==> src/rtl/calc_pkg.sv <==
// Shared definitions for the calculator keypad front end: key codes,
// operator codes, scanner FSM states and small helpers.
package calc_pkg;

    localparam logic [3:0] BLANK  = 4'b1111;
    localparam logic [3:0] NEG    = 4'b1011;
    localparam logic [1:0] OP_ADD = 2'b00;
    localparam logic [1:0] OP_SUB = 2'b01;

    // Clocks after a column change before row_s reflects that column
    // (two synchronizer stages).
    localparam int SETTLE = 2;

    typedef enum logic [2:0] {
        SCAN,
        DEB_PRESS,
        EMIT,
        HOLD,
        DEB_RELEASE
    } state_e;

    typedef enum logic [2:0] {
        SEL_LOAD,
        SEL_OP,
        SEL_CLEAR,
        SEL_BKSP,
        SEL_ENTER
    } sel_e;

    // Index of the lowest-numbered active-low row.
    function automatic logic [1:0] lowest_low(input logic [3:0] rows);
        logic [1:0] idx;
        idx = 2'd0;
        for (int i = 3; i >= 0; i--) begin
            if (!rows[i]) idx = 2'(i);
        end
        return idx;
    endfunction

    // Active-low column drive pattern for a column index.
    function automatic logic [3:0] col_drive(input logic [1:0] idx);
        return ~(4'b0001 << idx);
    endfunction

endpackage

==> src/rtl/keypad_scan_if.sv <==
// Key event bus from the keypad scanner to the calculator core.
// Every event is a one-cycle strobe (load, bksp, clear, op_valid, enter)
// with no back-pressure: the consumer must take it in the cycle it is
// high. digit is qualified only by load and op only by op_valid; both
// hold their previous value between strobes.
interface keypad_scan_if;
    logic [3:0] digit;
    logic       load;
    logic       bksp;
    logic       clear;
    logic [1:0] op;
    logic       op_valid;
    logic       enter;

    modport master (output digit, load, bksp, clear, op, op_valid, enter);
    modport slave  (input  digit, load, bksp, clear, op, op_valid, enter);
endinterface

==> src/rtl/keypad_decode.sv <==
// Maps a (row, column) key position to its event type, digit and op code.
module keypad_decode
    import calc_pkg::*;
(
    input  logic [1:0] row_idx,
    input  logic [1:0] col_idx,
    output sel_e       sel,
    output logic [3:0] digit,
    output logic [1:0] op
);

    // Key map: r0 = 1 2 3 A, r1 = 4 5 6 B, r2 = 7 8 9 C, r3 = * 0 # D.
    always_comb begin
        sel   = SEL_LOAD;
        digit = BLANK;
        op    = OP_ADD;
        case ({row_idx, col_idx})
            4'd0:  digit = 4'd1;
            4'd1:  digit = 4'd2;
            4'd2:  digit = 4'd3;
            4'd3:  begin sel = SEL_OP; op = OP_ADD; end
            4'd4:  digit = 4'd4;
            4'd5:  digit = 4'd5;
            4'd6:  digit = 4'd6;
            4'd7:  begin sel = SEL_OP; op = OP_SUB; end
            4'd8:  digit = 4'd7;
            4'd9:  digit = 4'd8;
            4'd10: digit = 4'd9;
            4'd11: sel = SEL_CLEAR;
            4'd12: sel = SEL_BKSP;
            4'd13: digit = 4'd0;
            4'd14: sel = SEL_ENTER;
            4'd15: digit = NEG;
            default: ;
        endcase
    end

endmodule

==> src/rtl/keypad_scan.sv <==
// 4x4 keypad scanner: column rotation, press/release debounce, and one
// event strobe per accepted key press.
module keypad_scan
    import calc_pkg::*;
#(
    parameter int SCAN_DIV = 1000,
    parameter int DEBOUNCE = 250000
)(
    input  logic          clock,
    input  logic          reset,
    input  logic [3:0]    row,
    output logic [3:0]    col,
    keypad_scan_if.master kp,
    output state_e        dbg_state
);

    localparam int MAXC = (SCAN_DIV > DEBOUNCE) ? SCAN_DIV : DEBOUNCE;
    localparam int CW   = $clog2(MAXC + 1);
    localparam logic [CW-1:0] SCAN_LAST  = CW'(SCAN_DIV - 1);
    localparam logic [CW-1:0] DEB_LAST   = CW'(DEBOUNCE - 1);
    localparam logic [CW-1:0] SETTLE_CNT = CW'(SETTLE);

    logic [3:0]    row_meta_q, row_s_q;
    state_e        state_q, state_d;
    logic [1:0]    col_idx_q, col_idx_d;
    logic [1:0]    row_idx_q, row_idx_d;
    logic [3:0]    col_q, col_d;
    logic [CW-1:0] div_cnt_q, div_cnt_d;
    logic [CW-1:0] deb_cnt_q, deb_cnt_d;
    logic [3:0]    digit_q, digit_d;
    logic [1:0]    op_q, op_d;

    sel_e          dec_sel;
    logic [3:0]    dec_digit;
    logic [1:0]    dec_op;
    logic          row_valid;
    logic          emit;

    keypad_decode u_decode (
        .row_idx (row_idx_q),
        .col_idx (col_idx_q),
        .sel     (dec_sel),
        .digit   (dec_digit),
        .op      (dec_op)
    );

    // Two-flop synchronizer for the asynchronous row inputs.
    always_ff @(posedge clock) begin
        if (reset) begin
            row_meta_q <= 4'hF;
            row_s_q    <= 4'hF;
        end else begin
            row_meta_q <= row;
            row_s_q    <= row_meta_q;
        end
    end

    // row_s lags the column drive by the synchronizer depth; rows seen in
    // the first SETTLE clocks of a column slot belong to the previous column.
    assign row_valid = (div_cnt_q >= SETTLE_CNT);

    // Next-state logic for scan rotation, debounce and event capture.
    always_comb begin
        state_d   = state_q;
        col_idx_d = col_idx_q;
        row_idx_d = row_idx_q;
        div_cnt_d = div_cnt_q;
        deb_cnt_d = deb_cnt_q;
        digit_d   = digit_q;
        op_d      = op_q;
        unique case (state_q)
            SCAN: begin
                if (row_valid && (row_s_q != 4'hF)) begin
                    state_d   = DEB_PRESS;
                    row_idx_d = lowest_low(row_s_q);
                    deb_cnt_d = '0;
                end else if (div_cnt_q >= SCAN_LAST) begin
                    col_idx_d = col_idx_q + 2'd1;
                    div_cnt_d = '0;
                end else begin
                    div_cnt_d = div_cnt_q + CW'(1);
                end
            end
            DEB_PRESS: begin
                if (row_s_q[row_idx_q]) begin
                    // Bounce: column never moved, so row_s is already valid
                    // for it and scanning can look again immediately.
                    state_d   = SCAN;
                    deb_cnt_d = '0;
                    div_cnt_d = SETTLE_CNT;
                end else if (deb_cnt_q == DEB_LAST) begin
                    state_d   = EMIT;
                    deb_cnt_d = '0;
                    if (dec_sel == SEL_LOAD) digit_d = dec_digit;
                    if (dec_sel == SEL_OP)   op_d    = dec_op;
                end else begin
                    deb_cnt_d = deb_cnt_q + CW'(1);
                end
            end
            EMIT: begin
                state_d = HOLD;
            end
            HOLD: begin
                if (row_s_q == 4'hF) begin
                    state_d   = DEB_RELEASE;
                    deb_cnt_d = '0;
                end
            end
            DEB_RELEASE: begin
                if (row_s_q != 4'hF) begin
                    state_d   = HOLD;
                    deb_cnt_d = '0;
                end else if (deb_cnt_q == DEB_LAST) begin
                    state_d   = SCAN;
                    deb_cnt_d = '0;
                    col_idx_d = col_idx_q + 2'd1;
                    div_cnt_d = '0;
                end else begin
                    deb_cnt_d = deb_cnt_q + CW'(1);
                end
            end
            default: state_d = SCAN;
        endcase
        col_d = col_drive(col_idx_d);
    end

    // State, counter and held-value registers.
    always_ff @(posedge clock) begin
        if (reset) begin
            state_q   <= SCAN;
            col_idx_q <= 2'd0;
            row_idx_q <= 2'd0;
            col_q     <= 4'b1110;
            div_cnt_q <= '0;
            deb_cnt_q <= '0;
            digit_q   <= 4'b0000;
            op_q      <= OP_ADD;
        end else begin
            state_q   <= state_d;
            col_idx_q <= col_idx_d;
            row_idx_q <= row_idx_d;
            col_q     <= col_d;
            div_cnt_q <= div_cnt_d;
            deb_cnt_q <= deb_cnt_d;
            digit_q   <= digit_d;
            op_q      <= op_q == op_d ? op_q : op_d;
        end
    end

    // Strobes come straight from the EMIT state; reset masks a strobe that
    // would otherwise be visible while reset is asserted.
    assign emit        = (state_q == EMIT) && !reset;
    assign kp.load     = emit && (dec_sel == SEL_LOAD);
    assign kp.op_valid = emit && (dec_sel == SEL_OP);
    assign kp.clear    = emit && (dec_sel == SEL_CLEAR);
    assign kp.bksp     = emit && (dec_sel == SEL_BKSP);
    assign kp.enter    = emit && (dec_sel == SEL_ENTER);
    assign kp.digit    = digit_q;
    assign kp.op       = op_q;
    assign col         = col_q;
    assign dbg_state   = state_q;

endmodule

==> src/flat_wrapper.sv <==
// flat-port wrapper written by rule: the top's interface ports become plain ports
module keypad_scan_flat import calc_pkg::*;
#(
    parameter int SCAN_DIV = 1000,
    parameter int DEBOUNCE = 250000
)
  (clock, reset, row, col, dbg_state, kp_digit, kp_load, kp_bksp, kp_clear, kp_op, kp_op_valid, kp_enter);
  keypad_scan_if kp_i ();
  input  logic clock;
  input  logic reset;
  input  logic [3:0] row;
  output logic [3:0] col;
  output state_e dbg_state;
  output wire logic [$bits(kp_i.digit)-1:0] kp_digit;
  output wire logic [$bits(kp_i.load)-1:0] kp_load;
  output wire logic [$bits(kp_i.bksp)-1:0] kp_bksp;
  output wire logic [$bits(kp_i.clear)-1:0] kp_clear;
  output wire logic [$bits(kp_i.op)-1:0] kp_op;
  output wire logic [$bits(kp_i.op_valid)-1:0] kp_op_valid;
  output wire logic [$bits(kp_i.enter)-1:0] kp_enter;
  assign kp_digit = kp_i.digit;
  assign kp_load = kp_i.load;
  assign kp_bksp = kp_i.bksp;
  assign kp_clear = kp_i.clear;
  assign kp_op = kp_i.op;
  assign kp_op_valid = kp_i.op_valid;
  assign kp_enter = kp_i.enter;
  keypad_scan #(.SCAN_DIV(SCAN_DIV), .DEBOUNCE(DEBOUNCE)) u_core (.clock(clock), .reset(reset), .row(row), .col(col), .kp(kp_i), .dbg_state(dbg_state));
endmodule
==> config.mk <==
export PLATFORM = sky130hd
export DESIGN_NAME = keypad_scan_flat
export DESIGN_NICKNAME = d
export VERILOG_FILES = /design/src/rtl/calc_pkg.sv /design/src/rtl/keypad_scan_if.sv /design/src/rtl/keypad_decode.sv /design/src/rtl/keypad_scan.sv /design/src/flat_wrapper.sv
export SDC_FILE = /design/constraint.sdc
export NUM_CORES = 1
export LEC_CHECK = 0
export CELL_PAD_IN_SITES_DETAIL_PLACEMENT = 0
export CELL_PAD_IN_SITES_GLOBAL_PLACEMENT = 2
export CORE_ASPECT_RATIO = 0.6
export CORE_MARGIN = 5
export CORE_UTILIZATION = 38
export CTS_BUF_LIST = sky130_fd_sc_hd__clkbuf_16
export DETAILED_ROUTE_END_ITERATION = 8
export MAX_ROUTING_LAYER = met4
export PLACE_DENSITY = 0.86
export SYNTH_ARGS = -nofsm -noshare
export SYNTH_HDL_FRONTEND = slang
export SYNTH_SLANG_ARGS = --single-unit
==> constraint.sdc <==
create_clock -name clock -period 5.8 [get_ports clock]
set_input_delay 1.16 -clock clock [delete_from_list [all_inputs] [get_ports clock]]
set_output_delay 1.16 -clock clock [all_outputs]
set_load 0.01 [all_outputs]
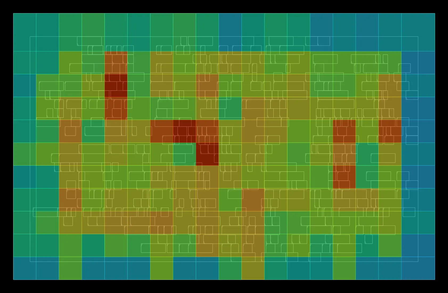
Fig. 1. Routing congestion.
global-route usage over all layers: 16.3%
global routing met3 resource utilization: 5.38%
layer with the highest usage: met1
routing usage on met1: 24.4%

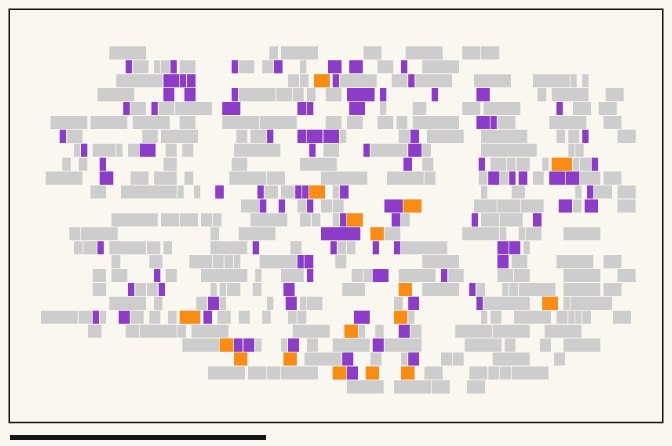
Fig. 2. Logic cells by family.
Scale bar: 50 µm.
[purple] nor cells | cells: 101 | most used: nor2_1
[orange] non-inverting ao/oa cells | cells: 17 | most used: o21a_1
post-route non-filler standard cell count: 503
commonest non-fill, non-tap cell in the layout: sky130_fd_sc_hd__dfxtp_1

==> metrics.cfg <==
[outcome]
run_status=finished, final reports clean

[grt]
number_of_global_route_vias_before_repair=2505
grt_pass1_wl_mm=12.8
globalRouteOverflowTotal=0
grt_max_degree=33

[layout]
seq_area_share_pct=32.4
final_nets=403
area_growth_synth_to_finish_pct=20.0
layout.cells.largest_class=combinational gates
final-seq-area_um2=1220
mi_logic_area_um2=1800
largestRegisters=u_core.deb_cnt_q (18), u_core.div_cnt_q (18)
nFillCells=774
non_clock_buffer_area_share_pct=6.50
layout-drive-gt1-share_pct=10.1
seq_cell_count=61
layout.clock_buffers=9
n_all_buffers=25
multi_input_combinational_gate_total=281
final-clk-cell-share_pct=8.56

[die]
floorplan.die_area_um2=10300
die-height_um=80.5
floorplan.tapcells=108
num_rows=25

[synthesis]
yosys_cell_count=369
syn_area_per_cell_um2=8.52
summed_instance_area_of_the_synthesized_netlist_um2=3140
netlist.top_cell.by_instances=sky130_fd_sc_hd__dfxtp_1
synthTopCellsByCount=61 x sky130_fd_sc_hd__dfxtp_1, 48 x sky130_fd_sc_hd__nor2_1, 26 x sky130_fd_sc_hd__nand2_1
enable_flop_cells=0
post_synth_xor_area_fraction_pct=4.46
ys_async_sr_fraction_pct=0
synth_seq_share_pct=38.8
synth_cell_type_count=58
synth_cells=369
floorplan.nets=382
mux_share_pct=2.98

[critical_path]
regToRegStartpoint=u_core.div_cnt_q[0]$_SDFFE_PP0P_
crit_top_cell=sky130_fd_sc_hd__clkdlybuf4s50_1
worst_ep_arrival_time_ps=3270
worst_setup_path_start_kind=input port
cp_data_required_time_ps=4640
critPathKind=in -> out
path_delay_family=buffers and inverters
critical_path.startpoint=reset
critical_path.max_stage_delay_ps=580

[power]
internal_pwr_total_w=0.000906
leakagePower_nw=1.25
clockNetworkPower_w=0.000579
clock_power_share_pct=43.8
p_per_area_nw_per_um2=350
ir_drop_mv=0.148

[timing]
setup_violations=0
worst_slew_margin_pct=33.7
maxClockFrequency_mhz=226
worst_clock_skew_ps=8.37
worstMarginPinSlew_ps=986
fin_crit_sh_pct=76.4
rsz0062_at_grt=false

[placement]
placedInstanceArea_um2=3450
globalplace.congestion=0.810

[route]
detail_route.drc_violations=0
post_drt_via_cell_ratio=5.43
drt-met1-wl_mm=4.21
route.met2.wl_mm=2.87
count_of_routing_violations_after_the_opening_detailed_route_iteration=258
topRoutingLayerUsed=met4

[clock_tree]
maximum_level_of_the_cts_h_tree=3
clkSlewWorstSetupHoldPaths_ps=50
cts-buffers-inserted=9

[flow_run]
tool_warnings=30

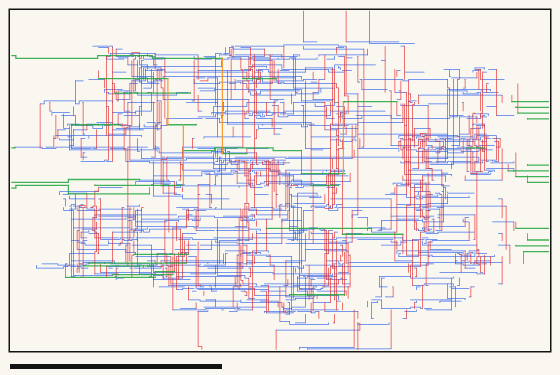
Fig. 3. Routed metal, one colour a layer.
Scale bar: 50 µm.
[blue] metal 1 | wire length: 4210 µm
[red] metal 2 | wire length: 2870 µm
[orange] metal 4 | wire length: 64.6 µm
[green] metal 3 | wire length: 494 µm
total detailed-routing wirelength: 7.64 mm
post-detailed-route wirelength per cell: 15.2 µm
via count of the routed design: 2730

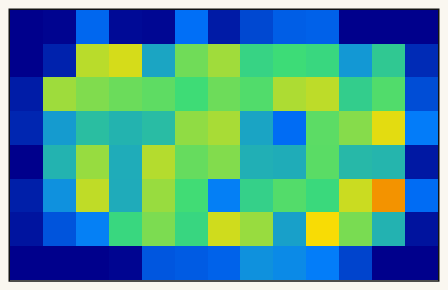
Fig. 4. Placement density heat map.
13 x 8 tiles, from dark blue (low) to red (high), 0 to 100% covered.
fullest tile: 83%
nearly empty tiles: 14%
mean over tiles: 36%
Final Core Density: 47.3%
Core Area: 7980 µm²
starting density of the core: 39.4%

